### Metal layers overlaid, run 1

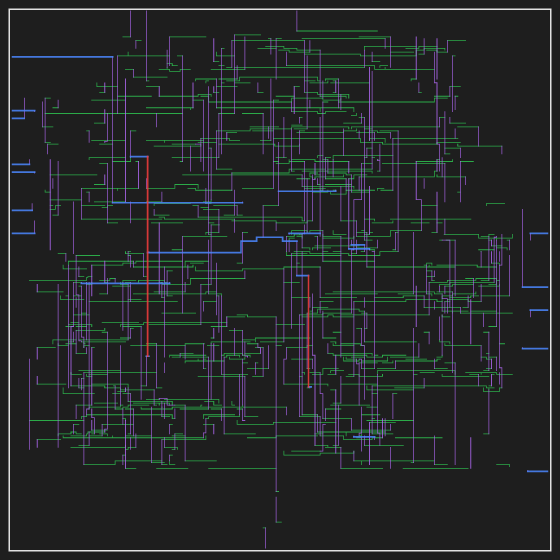
### Wiring heat map, run 1

The die is cut into 19 by 19 equal tiles; black is low, pale yellow is high, scaled to the fullest tile. Values are wire area over tile area, all layers added.
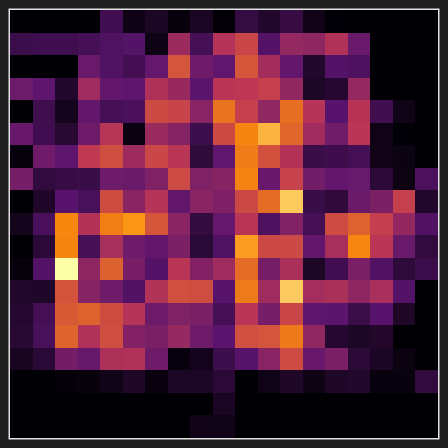
### Cell classes on the final placement, run 1

Scale bar: 20 µm. Fill, decap, tap and diode cells in grey.
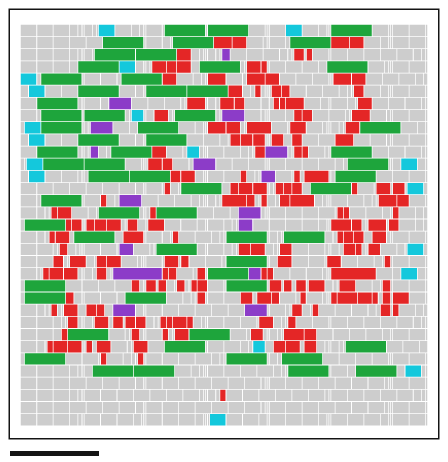
### Met1 routing, run 1

Supply wires on this layer in grey.
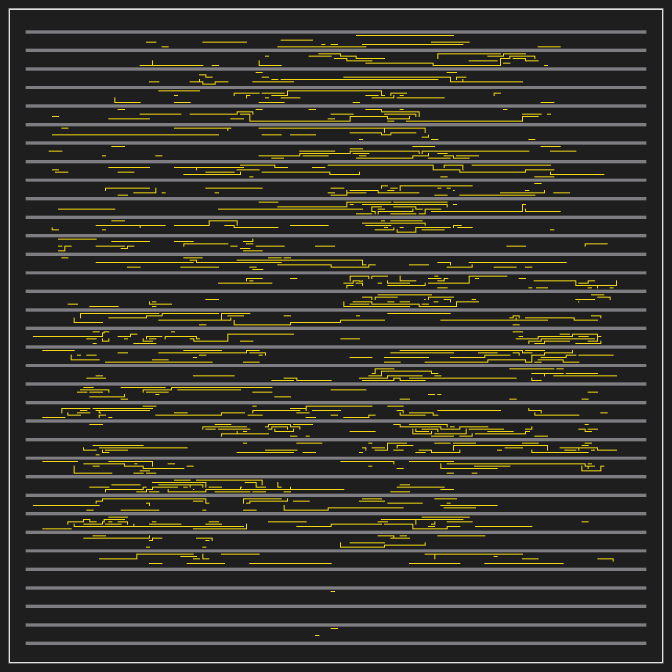
$ cat src/rtl/speed_encoder.sv
// Speed-select encoder: synchronised, debounced switches/buttons -> SUBSAMPLE_ID plus a 2^ID sample strobe.
// SUBSAMPLE_ID updates DB_CNT+3 cycles after inputs settle; define SPEED_ENCODER_BUTTONS_EN to enable BTN_UP/BTN_DN stepping.
module speed_encoder #(
   parameter int unsigned DB_CNT   = 20,
   parameter logic [2:0]  RESET_ID = 3'd0
) (
   input  logic       CLK,
   input  logic       RESET,
   input  logic [7:0] SEL_IN,
   input  logic       BTN_UP,
   input  logic       BTN_DN,
   output logic [2:0] SUBSAMPLE_ID,
   output logic       ID_CHANGED,
   output logic       SAMPLE_EN,
   output logic       ERR
);

`ifdef SPEED_ENCODER_BUTTONS_EN
   localparam int VW = 10;
   logic [VW-1:0] raw_vec;
   assign raw_vec = {BTN_DN, BTN_UP, SEL_IN};
`else
   localparam int VW = 8;
   logic [VW-1:0] raw_vec;
   logic          unused_btn;
   assign raw_vec    = SEL_IN;
   assign unused_btn = BTN_UP ^ BTN_DN;
`endif

   logic [VW-1:0] sync1, sync2, samp, deb;
   logic [15:0]   db_cnt;
   logic          accept;

   // samp is the previous synchronised vector; any difference restarts the stability count
   assign accept = (sync2 == samp) && (db_cnt == 16'(DB_CNT - 1));

   // NOTE: flops use non-blocking assignments so every register samples pre-edge values.
   always_ff @(posedge CLK or posedge RESET) begin
      if (RESET) begin
         sync1  <= '0;
         sync2  <= '0;
         samp   <= '0;
         deb    <= '0;
         db_cnt <= '0;
      end else begin
         sync1 <= raw_vec;
         sync2 <= sync1;
         samp  <= sync2;
         if (sync2 != samp)
            db_cnt <= '0;
         else if (!accept)
            db_cnt <= db_cnt + 16'd1;
         if (accept)
            deb <= samp;
      end
   end

   logic [7:0] new_sel;
   logic [2:0] sel_idx;
   logic       sel_one_hot, sel_multi, sel_load;
   logic [2:0] next_id;
   logic       id_change;

   assign new_sel     = samp[7:0];
   assign sel_one_hot = (new_sel != 8'd0) && ((new_sel & (new_sel - 8'd1)) == 8'd0);
   assign sel_multi   = (new_sel != 8'd0) && !sel_one_hot;
   assign sel_load    = accept && (new_sel != deb[7:0]) && sel_one_hot;

`ifdef SPEED_ENCODER_BUTTONS_EN
   logic up_edge, dn_edge;
   assign up_edge = accept && samp[8] && !deb[8];
   assign dn_edge = accept && samp[9] && !deb[9];
`endif

   // NOTE: every always_comb output gets a default first so no latch is inferred.
   always_comb begin
      sel_idx = 3'd0;
      for (int i = 0; i < 8; i++)
         if (new_sel[i]) sel_idx = 3'(i);
   end

   always_comb begin
      next_id = SUBSAMPLE_ID;
      if (sel_load)
         next_id = sel_idx;
`ifdef SPEED_ENCODER_BUTTONS_EN
      else if (up_edge && !dn_edge && SUBSAMPLE_ID != 3'd7)
         next_id = SUBSAMPLE_ID + 3'd1;
      else if (dn_edge && !up_edge && SUBSAMPLE_ID != 3'd0)
         next_id = SUBSAMPLE_ID - 3'd1;
`endif
   end

   assign id_change = (next_id != SUBSAMPLE_ID);

   logic [6:0] div, div_max;
   assign div_max = 7'((8'd1 << SUBSAMPLE_ID) - 8'd1);

   // Divider restarts with the ID update so the new rate begins with a strobe the following cycle
   always_ff @(posedge CLK or posedge RESET) begin
      if (RESET) begin
         SUBSAMPLE_ID <= RESET_ID;
         ID_CHANGED   <= 1'b0;
         ERR          <= 1'b0;
         SAMPLE_EN    <= 1'b0;
         div          <= '0;
      end else begin
         SUBSAMPLE_ID <= next_id;
         ID_CHANGED   <= id_change;
         if (accept)
            ERR <= sel_multi;
         SAMPLE_EN <= (div == 7'd0);
         if (id_change || div == div_max)
            div <= '0;
         else
            div <= div + 7'd1;
      end
   end

endmodule

$ cat config.mk
export PLATFORM = sky130hd
export DESIGN_NAME = speed_encoder
export DESIGN_NICKNAME = d
export VERILOG_FILES = /design/src/rtl/speed_encoder.sv
export SDC_FILE = /design/constraint.sdc
export NUM_CORES = 1
export LEC_CHECK = 0
export ABC_AREA = 0
export CAP_MARGIN = 40
export CELL_PAD_IN_SITES_DETAIL_PLACEMENT = 0
export CELL_PAD_IN_SITES_GLOBAL_PLACEMENT = 2
export CORE_MARGIN = 2
export CORE_UTILIZATION = 35
export CTS_CLUSTER_SIZE = 8
export DETAILED_ROUTE_END_ITERATION = 7
export PLACE_DENSITY_LB_ADDON = 0.3
export SYNTH_ARGS = -nofsm -noshare
export SYNTH_HDL_FRONTEND = slang
export SYNTH_SLANG_ARGS = --single-unit
export TNS_END_PERCENT = 30
$ cat constraint.sdc
create_clock -name CLK -period 3.83 [get_ports CLK]
set_input_delay 0.5745 -clock CLK [delete_from_list [all_inputs] [get_ports CLK]]
set_output_delay 0.5745 -clock CLK [all_outputs]
set_load 0.02 [all_outputs]
==> results.txt, run 1 <==
The full implementation flow was run.

The quantity of I/O buffers inserted on ports stands at 15. Counting endpoints that fail hold in the final report gives 0. STA classifies the critical path startpoint as a register.

On the reported timing paths, the clock transition at the registers reads 0.07 ns. The yosys stat cell total stands at 264. The tightest min-delay check is of the reg -> reg type. The die outline height stands at 95.7 µm. The synthesis log from Yosys contains 0 warnings. In this run the critical register-to-register path is captured at div[1]$_DFF_PP0_. The launch point of the critical path was reported as SUBSAMPLE_ID[1]$_DFF_PP0_. Synthesis instantiated 47 different standard cells from the library. Counting pins that exceed their max-slew limit in the final report gives 0.

Power spread over the standard cell area amounts to 384 mW/mm². The global route total overflow stands at 0. The total iterations of the first detailed-routing run stands at 4.

As reported, the later end of the worst-skew pair has a clock insertion delay of 0.33 ns. The post-route worst hold slack stands at 0.350 ns. The final antenna-violating net count stands at 0.

Once detailed placement completed, the half-perimeter wirelength came to 3.54 mm. The top cell type in the final layout, fill and taps aside, is dfrtp_1. Looking at the clock tree report, the root buffer type is clkbuf_8. The async set-or-reset flop fraction in the synthesized netlist stands at 100%.

The power consumption stands at 1.29 mW. In the finished design, the share of the clock period the worst path needs comes to 72.0%. The number of sinks on the clock net stands at 61. The number of buffers created by CTS stands at 9. The setup slack of the most critical reg-to-reg path stands at 1.07 ns. The synthesized instance count stands at 264. The highest achievable clock rate stands at 363 MHz.

Summed over all instances, the cell type with the most area after synthesis is dfrtp_1. Among all stages on the critical path, the largest delay is contributed by dfrtp_1. After routing, the total negative slack on setup checks comes to 0 ns. Per the OpenROAD floorplan log, the width of the die is 95.7 µm. The most common logic cells in the final layout are 61 x dfrtp_1, 28 x xor2_1, 23 x nor2_1, 15 x clkdlybuf4s50_1, 13 x nand2_1. Sequential cells were found to cover 51.9% of the synthesized design area. STA classifies the critical path endpoint as a register. The report lists the cells along the critical path as nor2_1 -> nand2_1 -> ha_1 -> or4bb_1 -> o211ai_1 -> a32oi_1 -> a2111oi_4 -> a211oi_1. The synthesis report names the predominant flop master as dfrtp_1. The number of enable flip-flop cells stands at 0. The via count of the first global-routing pass stands at 1752. Counting along the longest clock path gives a buffer depth of 2. The post-synth register bit count is 61. The die covers 0.00916 mm².

The launch point of the worst min-delay path is recorded as sync1[1]$_DFF_PP0_. The initial core utilization stands at 36.0%. The run reported a max-capacitance violation count of 0. Setup repair after global routing left no endpoint under its margin. CTS built an H-tree with a depth of 3.

Counting instances, the worst hold path has a depth of 0. The net count of the mapped netlist stands at 280. Yosys reports that the most numerous cell types are 61 x dfrtp_1, 28 x xor2_1, 23 x nor2_1. The transition time of the tightest slew-check pin stands at 0.749 ns. The number of antenna violations at the first check in global routing was 0. The flow ran to the end, and the final reports show no timing, DRC or antenna violations. The first-pass GRT wire length stands at 8.76 mm. The cell count of the worst reg-to-reg path stands at 8. By startpoint and endpoint, the worst setup path is classified as reg -> reg. Data on the critical path arrives at its endpoint at 2.94 ns.

The number of nets in the layout stands at 293. The area share of the leading cell type in the synthesized netlist stands at 51.9%. Post-CTS repair changed the size of 0 cells. STA lists the maximum fanout along the critical path as 15. Per the detail_route report, routed wire per instance is 13.3 µm.

The weighted congestion reported at the end of routability-driven placement stands at 0.715. The worst-case IR drop observed on VDD is 0.000268 V. Per STA, the worst path accumulates the most delay in the family AND-OR/OR-AND gates.

The post-detailed-route DRC marker count stands at 0. The synthesized netlist occupies a cell area of 0.00294 mm². Looking at the hold checks, the worst path lands on sync2[1]$_DFF_PP0_. All stages included, the depth of the critical timing path comes to 8. The required time reported for the critical path endpoint stands at 4.02 ns.

During I/O placement, the number of pins put on the boundary was 18. By area the synthesized netlist is led by dfrtp_1 52%, xor2_1 8.3%, mux2_2 3.4%. The area growth from synthesis to layout is 13.9%.

The final period demand of the worst path stands at 2.76 ns. The post-synthesis area per instance stands at 11.1 µm². The critical path ends at div[1]$_DFF_PP0_. The stage-log warning count stands at 29. The pin count of the biggest net entering global routing stands at 38. The total of hold buffers inserted after clock tree synthesis stands at 0. Dividing the detail-routed via count by the number of cells gives 4.91. The number of buffers and inverters on the critical path is 0. In this run, the number of DRC markers left after iteration 0 of detailed routing was 76. The number of buffers inserted to repair setup after CTS stands at 0. The repair_antennas step left the layout with diodes totalling 0. TritonCTS built the clock tree. Across the routed clock network, the largest skew measured is 0.00952 ns. Looking at the reg2reg group, the worst path starts from SUBSAMPLE_ID[1]$_DFF_PP0_. In this design, the stage delay of the slowest critical-path cell is 0.62 ns.

The final tally of setup violations stands at 0. The fraction of layout cells with a size suffix above 1 stands at 13.8%. The most frequently used library cell after synthesis is dfrtp_1. The script extracted a total leakage power of 1.40 nW. The area reported by Yosys stat stands at 0.00294 mm². Headroom to the max-slew limit came out at 50.0%.
About 'Metal layers overlaid':
- purple: met2 (wire length 2220 µm)
- red: met4 (wire length 55.1 µm)
- blue: met3 (wire length 155 µm)
- green: met1 (wire length 2720 µm)
total number of vias: 1900
total global routing track utilization: 12.5%
aggregate routed wire length: 5.15 mm

About 'Wiring heat map':
- tiles over half the peak: 16%
- nearly empty tiles: 21%
- fullest tile: 0.34
- densest ninth of the die: middle

About 'Cell classes on the final placement':
- cyan: other buffers and delay cells (cells 18; share of their area 5.4%)
- red: all other logic (cells 187; share of their area 41%)
- green: flip-flops (cells 61; share of their area 47%)
- purple: clock drivers and dummy loads (cells 16; share of their area 6.1%)
Final Util: 41.0%
Floorplan Core Area: 0.00818 mm²
flop share of the area: 45.5%
number of cell rows: 33
final non-filler cell area: 0.00335 mm²

About 'Met1 routing':
- main direction: horizontal
- wire length on this layer: 2720 µm
- longest straight run: 24.8 µm
- share of all routed wire: 53%
- nets with wire on the layer: 263
M1 GR Usage: 18.6%

==> run 1: registers in the layout (all words and copies together) (netlist names), 3 cells and up <==
signal / flops
db_cnt: 16
deb: 8
new_sel: 8
sync1: 8
sync2: 8
div: 7
SUBSAMPLE_ID: 3
==> run 1: cell type report <==
type,instances,area (µm²)
fill,804,4820
sequential,61,1530
multi-input combinational,179,1290
timing repair buffer,18,173
tap,105,131
clock buffer,9,124
clock inverter,7,73.8
inverter,8,30.0
==> run 1: through the flow <==
stage,cell area (µm²),utilization [%],setup slack (ns),cells
finish,3350,41.0,1.07,387
global placement,3150,38.6,1.05,371
floorplan,2940,-,1.17,264
detailed placement,3150,38.6,1.03,371
CTS,3350,41.0,1.02,387
global route,3350,41.0,0.819,387
==> run 1: power breakdown <==
part | leakage (nW) | internal (mW) | switching, mW
registers | 0.792 | 0.657 | 0.0150
clock network | 0.100 | 0.304 | 0.270
logic | 0.510 | 0.0202 | 0.0231
total | 1.40 | 0.980 | 0.308
==> run 1: metal layers <==
metal | up-vias | share of wire (%) | routed length (µm) | global-route usage (%)
met5 | - | 0 | 0 | 0
met3 | 5 | 3.0 | 155 | 2.82
li1 | 948 | - | - | -
met2 | 33 | 43 | 2220 | 17.2
met1 | 914 | 53 | 2720 | 18.6
met4 | 0 | 1.1 | 55 | 5.71
==> run 1: kinds of logic (layout without fill, tap and decap cells) <==
logic type / after synthesis / in the layout / share of synthesized area (%)
mux: 15 / 15 / 5.99
compound gates: 30 / 30 / 7.57
buf+inv: 24 / 42 / 4.17
flops: 61 / 61 / 51.9
fa+ha+maj: 4 / 4 / 1.70
xor+xnor: 37 / 37 / 11.0
simple gates: 93 / 93 / 17.7
### Cell placement, run 1

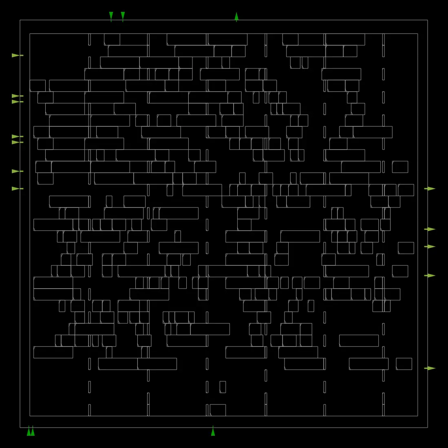

==> run 1 -> run 2 <==
clock period = 2.2 ns   (was 3.83 ns; I/O delays follow)
### Cell placement, run 2

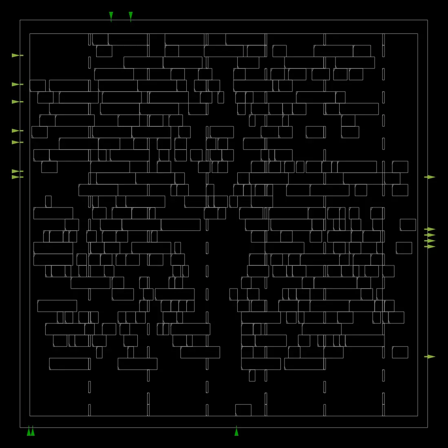
flop share of the area: 43.4%
Final Util: 43.0%
Post-Layout Cell Count: 408
Tapcell Cnt: 105

==> results.txt, run 2 <==
The full implementation flow was run.

The pin count of the biggest net entering global routing stands at 44. The fraction of layout cells with a size suffix above 1 stands at 21.1%. After detailed routing, the total wire length is 5.35 mm.

The worst setup path is launched from a register. The placement row count stands at 33. The share of synthesized cell area in and, or, nand and nor gates stands at 17.7%.

At the worst endpoint, the required time is 2.41 ns. The netlist uses 47 different library cells. The number of antenna violations at the first check in global routing is 0. The vertical die dimension reported for this design is 95.7 µm. Across the run, the number of max-cap violations was 0. Setup repair after global routing could not meet its margin everywhere. Max fanout on the critical path was recorded as 7. The run finished with clean final reports. The tree is rooted in a clkbuf_8.

In the final report, the number of endpoints failing setup comes to 0. CTS added clock buffers totalling 9. The register with the most flip-flops in the final layout is db_cnt. The number of nets in the layout stands at 314. The leakage power total stands at 1.50 nW.

The post-layout period usage of the worst path stands at 98.9%. Looking at the power breakdown, the clock network takes 40.9% of the total. The worst setup timing slack at the placement stage stands at 0.0112 ns. Compared with the post-synthesis result, the final layout area differs by 19.6%. The total negative setup slack stands at 0 ns. The commonest register cell is dfrtp_1. Dividing the detail-routed via count by the number of cells gives 4.91. The total of hold buffers inserted after clock tree synthesis stands at 0. On the final layout, the worst clock skew is 0.00778 ns. Counting along the longest clock path gives a buffer depth of 2. After synthesis the netlist holds a flip-flop and latch count of 61.

The synthesis run identifies the leading combinational cell family as simple AND/OR/NAND/NOR gates. In this run the tightest slew margin relative to its limit is 71.1%. Based on the critical path, the design can be clocked at up to 460 MHz.

The OpenROAD report gives the critical path a data arrival time of 2.39 ns. The relative contribution of combinational cells to total power stands at 4.9%. Looking at the critical path, the single cell with the biggest stage delay is or4_1. The floorplan step records an initial core utilization of 36.0%. TritonCTS built the clock tree. Across all hold checks on the routed design, the worst slack comes to 0.316 ns. Summing over every cut layer, the via total after detailed routing is 2005. The aggregate global-route resource usage stands at 13.1%. The share of synthesized area occupied by flip-flops and latches stands at 51.9%. The number of H-tree levels stands at 3. After synthesis, the chip area reported by Yosys is 0.00294 mm². The final antenna diode tally reported by the flow is 0. The yosys stat cell total stands at 264.

The power density over the cells stands at 606 mW/mm². The via count of the first global-routing pass stands at 1922. Yosys mapped a number of flops with a built-in enable equal to 0. Counting pins that exceed their max-slew limit in the final report gives 0. The power consumption stands at 2.13 mW.

The detailed placement HPWL stands at 3.77 mm. According to the hold report, the worst path is of the in -> async type. For the finished layout, the period the worst path requires is 2.17 ns. The placement-stage cell area stands at 0.00334 mm². The iteration count recorded for the first detailed-route pass is 4.

The report lists the cells along the critical path as nor2_4 -> nand2_1 -> ha_2 -> or4_1 -> o211ai_1 -> a32oi_1 -> a2111oi_4 -> buf_4 -> a211oi_1. The and-or/or-and share of the synthesized area stands at 7.57%. The weighted congestion reported at the end of routability-driven placement stands at 0.733. The count of endpoints failing hold in the final timing report stands at 0. Among logic cells in the layout, the one with the most instances is dfrtp_1. The first global-routing pass estimated 9.13 mm of wire. Post-CTS repair ended up resizing 0 cells.

The synthesis report gives the async set-or-reset register share as 100%. The quantity of I/O buffers inserted on ports stands at 15. After floorplanning, the die was sized to cover 0.00916 mm². Of all cell types, the one taking the most synthesized area is dfrtp_1. The setup path with the least slack is of type reg -> reg.

The stage-log warning count stands at 31. The number of setup buffers added after CTS is 0. The post-detailed-route DRC marker count stands at 0. The net switching fraction of the power stands at 24.9%.

The xor/xnor cell area share of the yosys netlist stands at 11.0%. For the worst reg-to-reg path, the startpoint reported by OpenROAD is SUBSAMPLE_ID[2]$_DFF_PP0_. The number of DRC markers after the initial detailed-route iteration stands at 57. The register with the most flip-flops in the layout has 16 of them. By count the netlist is led by 61 x dfrtp_1, 28 x xor2_1, 23 x nor2_1. The setup slack of the most critical reg-to-reg path stands at 0.03 ns. The final antenna-violating net count stands at 0. For this sky-water flow run, the detailed-routed wirelength per cell is reported as 13.1 µm. In this run the count of I/O pins placed on the die edge is 18. The report puts the cell count of the worst reg-to-reg path at 9. For the worst reg-to-reg path, the endpoint reported by OpenROAD is div[4]$_DFF_PP0_. The worst VDD IR drop from the latest analysis is 0.000398 V. The number of sinks on the clock net stands at 61.

The clock-pin slew reported for the worst setup and hold paths after clock tree synthesis stands at 0.07 ns. After technology mapping, the gate count stands at 264. Yosys instantiated no cell more often than dfrtp_1. The transition time of the tightest slew-check pin stands at 0.433 ns. In the post-synthesis netlist, the biggest area contributors are dfrtp_1 52%, xor2_1 8.3%, mux2_2 3.4%.

After floorplanning, the core was sized to cover 0.00818 mm². In this run the mean area of a mapped cell was 11.1 µm². The number of nets in the synthesized netlist is 280. The sequential fraction of design power stands at 54.2%. Recorded from the global router log, the overflow total was 0. Per the OpenROAD floorplan log, the width of the die is 95.7 µm. For the completed layout, the total cell area is recorded as 0.00352 mm². The post-synthesis mux area share stands at 5.99%. The worst setup margin stands at 0.0251 ns. The cell area that synthesis handed to floorplanning was 0.00294 mm². The layout filler cell count stands at 798. STA classifies the critical path endpoint as a register.

The number of warnings printed during yosys synthesis stands at 0. Per the synthesis report, the adder-cell share of the synthesized area is 1.70%. The net switching power stands at 0.530 mW.
[run 2: layer usage]
metal	wire [µm]	global-route usage, %	vias to the layer above
met5	0	0	-
met4	102	6.43	0
met3	146	2.82	9
met1	2670	17.7	972
met2	2440	20.0	30
li1	-	-	994
[run 2: how the worst max path moves through the flow]
stage / start / end / slack, ns / cells after the start
floorplan: SUBSAMPLE_ID[1]$_DFF_PP0_ / div[0]$_DFF_PP0_ / -0.21 / 10
global placement: SUBSAMPLE_ID[2]$_DFF_PP0_ / div[0]$_DFF_PP0_ / 0.03 / 9
detailed placement: SUBSAMPLE_ID[2]$_DFF_PP0_ / div[0]$_DFF_PP0_ / 0.01 / 9
CTS: SUBSAMPLE_ID[2]$_DFF_PP0_ / div[4]$_DFF_PP0_ / 0.001 / 9
global route: SUBSAMPLE_ID[2]$_DFF_PP0_ / div[4]$_DFF_PP0_ / -0.12 / 9
finish: SUBSAMPLE_ID[2]$_DFF_PP0_ / div[4]$_DFF_PP0_ / 0.03 / 9
[run 2: final cells by class]
type	instances	area, µm²	share of cell area, %
Clock buffer	9	124	3.52
Clock inverter	7	51.3	1.46
Multi-Input combinational cell	179	1310	37.3
Sequential cell	61	1530	43.4
Timing Repair Buffer	39	343	9.74
Tap cell	105	131	3.73
Inverter	8	30.0	0.853
[run 2: power groups by stage]
stage	clock network [mW]	registers, mW	logic [mW]
2_1_floorplan	0	1.17	0.0642
3_3_place_gp	0	1.18	0.105
3_5_place_dp	0	1.18	0.107
4_1_cts	0.911	1.16	0.107
5_1_grt	0.957	1.16	0.117
6_report	0.872	1.16	0.104
[run 2: critical path: cells and delay by family, from the launching register on]
kind                     cells  cell delay [ns]
buffers and inverters        1             0.19
AND/OR/NAND/NOR              3             0.65
adder cells (fa/ha/maj)      1             0.20
AND-OR/OR-AND                4             0.61
flip-flops                   1             0.41
### Metal layers overlaid, run 2

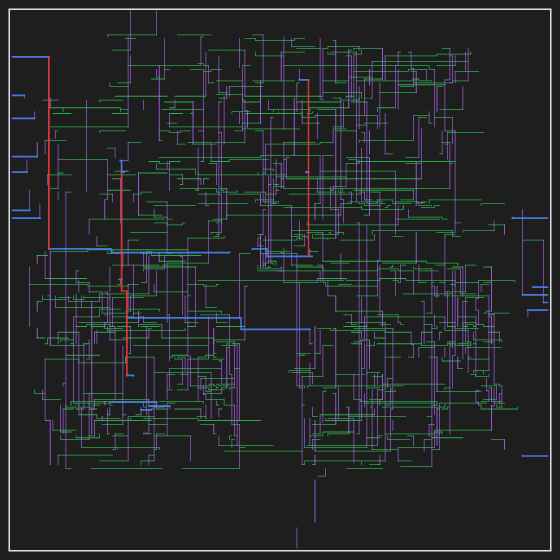

==> run 2 -> run 3 <==
RECOVER_POWER = 25   (was not set)
### Metal layers overlaid, run 3

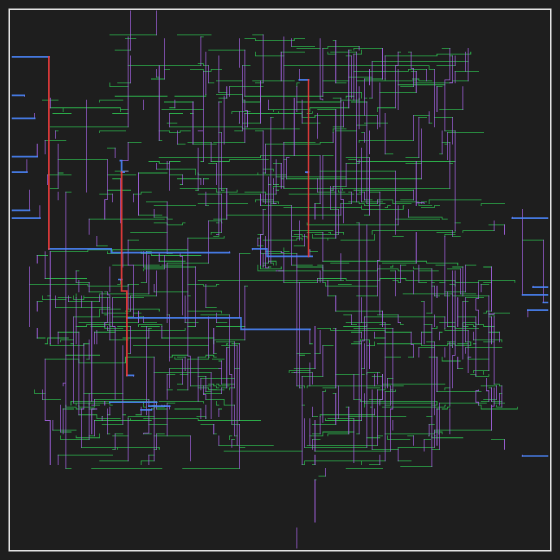
- blue: met3 (wire length 147 µm)
- red: met4 (wire length 102 µm)
- green: met1 (wire length 2670 µm)
- purple: met2 (wire length 2430 µm)
total number of vias: 2005
wire length per cell after detailed routing: 13.1 µm
aggregate routed wire length: 5.35 mm
total global routing track utilization: 13.1%

==> results.txt, run 3 <==
The full implementation flow was run.

The number of H-tree levels stands at 3. The stage-log warning count stands at 31. After Yosys synthesis, full adders, half adders and majority gates account for 1.70% of the synthesized area. According to the I/O placement log, the pin count is 18. The clock tree skew after final layout stands at 0.00778 ns. Post-CTS repair changed the size of 0 cells.

The die outline height stands at 95.7 µm. The synthesis run shows the most used standard cells to be 61 x dfrtp_1, 28 x xor2_1, 23 x nor2_1. OpenSTA lists the critical path endpoint as div[4]$_DFF_PP0_. The number of warnings printed during yosys synthesis stands at 0. Yosys reports a chip area of 0.00294 mm². The clock latency at the later pin of the worst-skew pair stands at 0.33 ns.

By area, the combinational part of the netlist is dominated by simple AND/OR/NAND/NOR gates. When the netlist entered floorplanning its net count stood at 280. The post-route worst hold slack stands at 0.350 ns. The post-synthesis area per instance stands at 11.1 µm². Ranking logic cells in the layout by count gives the top entries 60 x dfrtp_1, 27 x xor2_1, 23 x buf_4, 22 x nor2_1, 13 x nand2_1. After synthesis, the design contains 264 cells according to Yosys. The leakage power total stands at 1.50 nW. The congestion estimate from routability-driven global placement came to 0.733. The required time reported for the critical path endpoint stands at 2.41 ns. The worst setup margin stands at 0.0251 ns.

For the worst reg-to-reg path, the startpoint reported by OpenROAD is SUBSAMPLE_ID[2]$_DFF_PP0_. The placement row count stands at 33. The number of DRC markers after the initial detailed-route iteration stands at 57. Detailed routing placed a total of 146 µm of wire on met3. The number of antenna violations at the first check in global routing stands at 0. The and-or/or-and share of the synthesized area stands at 7.57%. The most common logic cell in the final layout is dfrtp_1. The via count of the first global-routing pass was 1922. The run finished with clean final reports. The cell count of the worst reg-to-reg path stands at 9.

The quantity of I/O buffers inserted on ports stands at 15. The HPWL after detailed placement is 3.77 mm. The detailed router put a total of 2.67 mm of wire on met1. The largest total area in the synthesized netlist belongs to dfrtp_1. Per the run report, area growth between synthesis and finish was 19.6%.

In the Yosys report, the sequential cells make up 51.9% of the chip area. The clock period could shrink to 2.17 ns. STA classifies the critical path endpoint as a register. The antenna diode count stands at 0. The relative slew slack stands at 47.7%. Summing all non-filler instances in the final layout gives an area of 0.00352 mm². The flip-flop count of the largest register, all copies and words added stands at 16. The horizontal die size stands at 95.7 µm. Per the synth stats, the flop cell with the highest instance count is dfrtp_1.

The first detailed-routing pass ran for 4 iterations. The final report lists a non-filler cell total of 408. The final report lists the setup-violating endpoint count as 0. The maximum buffer depth of the clock tree stands at 2. The pin count of the biggest net entering global routing stands at 44. The final tally of max-slew violations stands at 0. The script parses the final routing iteration and logs DRC violations as 0.

Setup repair after global routing could not meet its margin everywhere. After synthesis, the share of cell area in mux cells is 5.99%. The worst hold path belongs to the class reg -> reg. The maximum vdd ir drop stands at 0.000396 V.

The post-placement cell area is 0.00334 mm². Summing every instance area after synthesis gives 0.00294 mm². The share of synthesized cell area in and, or, nand and nor gates stands at 17.7%. The worst setup timing slack at the placement stage stands at 0.0112 ns.

In the setup report, the worst path falls into the class reg -> reg. For this run the top cell type by instance count after synthesis was dfrtp_1. The global route total overflow stands at 0. The final antenna-violating net count stands at 0. The core region is 0.00818 mm². The count of endpoints failing hold in the final timing report stands at 0. The run reported a max-capacitance violation count of 0. The worst setup path is launched from a register.

The power consumption stands at 2.13 mW. The tree is rooted in a clkbuf_8. Looking at the max-slew report, the worst-margin pin has a slew of 0.784 ns. Per the post-synthesis report, the number of cells in the design is 264.

After synthesis, the largest area contributor takes up 51.9% of total cell area. The highest metal layer carrying signal wires in the routed design is met4. Max fanout on the critical path was recorded as 7. Dividing total power by cell area gives a power density of 605 mW/mm².

Summed over all failing endpoints, the final setup total negative slack is 0 ns. The timing report gives the clock slew at the launch and capture registers of the worst setup and hold paths as 0.07 ns. Yosys reported that registers with async set or reset make up 100%. The number of nets in the layout stands at 314. The share of the core area taken by cells at floorplan is 36.0%. The synthesis report lists the most area-consuming cells as dfrtp_1 52%, xor2_1 8.3%, mux2_2 3.4%. The largest register by flop count is db_cnt. The number of sinks on the clock net stands at 61. The number of vias per cell after detailed routing stands at 4.91. In this run, CTS created clock tree buffers numbering 9. The setup slack of the most critical reg-to-reg path stands at 0.03 ns. In this run, post-CTS hold repair placed 0 buffers. The area of the die stands at 0.00916 mm². TritonCTS built the clock tree. Of the cells placed in the final design, the portion with a size suffix greater than 1 is 20.8%. Per the synth log, the flip-flop and latch total comes to 61. Counting flops with a built-in enable in the synthesized netlist gives 0. The gate-level netlist out of Yosys references 47 unique cell types. Dividing the final minimum period by the clock period gives 98.9%. Tracing the worst setup path back leads to its startpoint at SUBSAMPLE_ID[2]$_DFF_PP0_. The detailed placer reported the number of placed instances as 392. Per the timing report, the achievable frequency comes out to 460 MHz.

The first-pass GRT wire length stands at 9.13 mm. For the worst reg-to-reg path, the endpoint reported by OpenROAD is div[4]$_DFF_PP0_.
run 3: cell counts after synthesis:
Identical to the previous run, type by type.
run 3: final cells by class:
class | count | area [µm²]
Timing Repair Buffer | 39 | 343
Clock inverter | 7 | 51.3
Fill cell | 798 | 4660
Tap cell | 105 | 131
Clock buffer | 9 | 124
Inverter | 8 | 30.0
Multi-Input combinational cell | 179 | 1310
Sequential cell | 61 | 1530
run 3: critical path, stage by stage, from the launching register on:
cell and delay [ns]:
dfrtp_1 0.41, nor2_4 0.13, nand2_1 0.06, ha_2 0.20, or4_1 0.46, o211ai_1 0.11
a32oi_1 0.15, a2111oi_4 0.30, buf_4 0.19, a211oi_1 0.05
run 3: power breakdown:
group / switching (mW) / internal, mW
clock: 0.461 / 0.411
sequential: 0.0118 / 1.14
combinational: 0.0575 / 0.0429
run 3: layer usage:
metal / up-vias / GRT usage [%]
met2: 30 / 20.0
met3: 9 / 2.82
li1: 994 / -
met4: 0 / 6.43
met5: - / 0
met1: 972 / 17.7
run 3: how the worst min path moves through the flow:
| stage | from | slack, ns | end |
|---|---|---|---|
| global route | sync1[2]$_DFF_PP0_ | 0.36 | sync2[2]$_DFF_PP0_ |
| global placement | sync1[3]$_DFF_PP0_ | 0.33 | sync2[3]$_DFF_PP0_ |
| floorplan | sync1[0]$_DFF_PP0_ | 0.33 | sync2[0]$_DFF_PP0_ |
| CTS | RESET | 0.32 | div[3]$_DFF_PP0_ |
| detailed placement | sync1[0]$_DFF_PP0_ | 0.34 | sync2[0]$_DFF_PP0_ |
| finish | sync1[5]$_DFF_PP0_ | 0.35 | sync2[5]$_DFF_PP0_ |
No activity file was given, so power comes from the tool's default toggle rates.
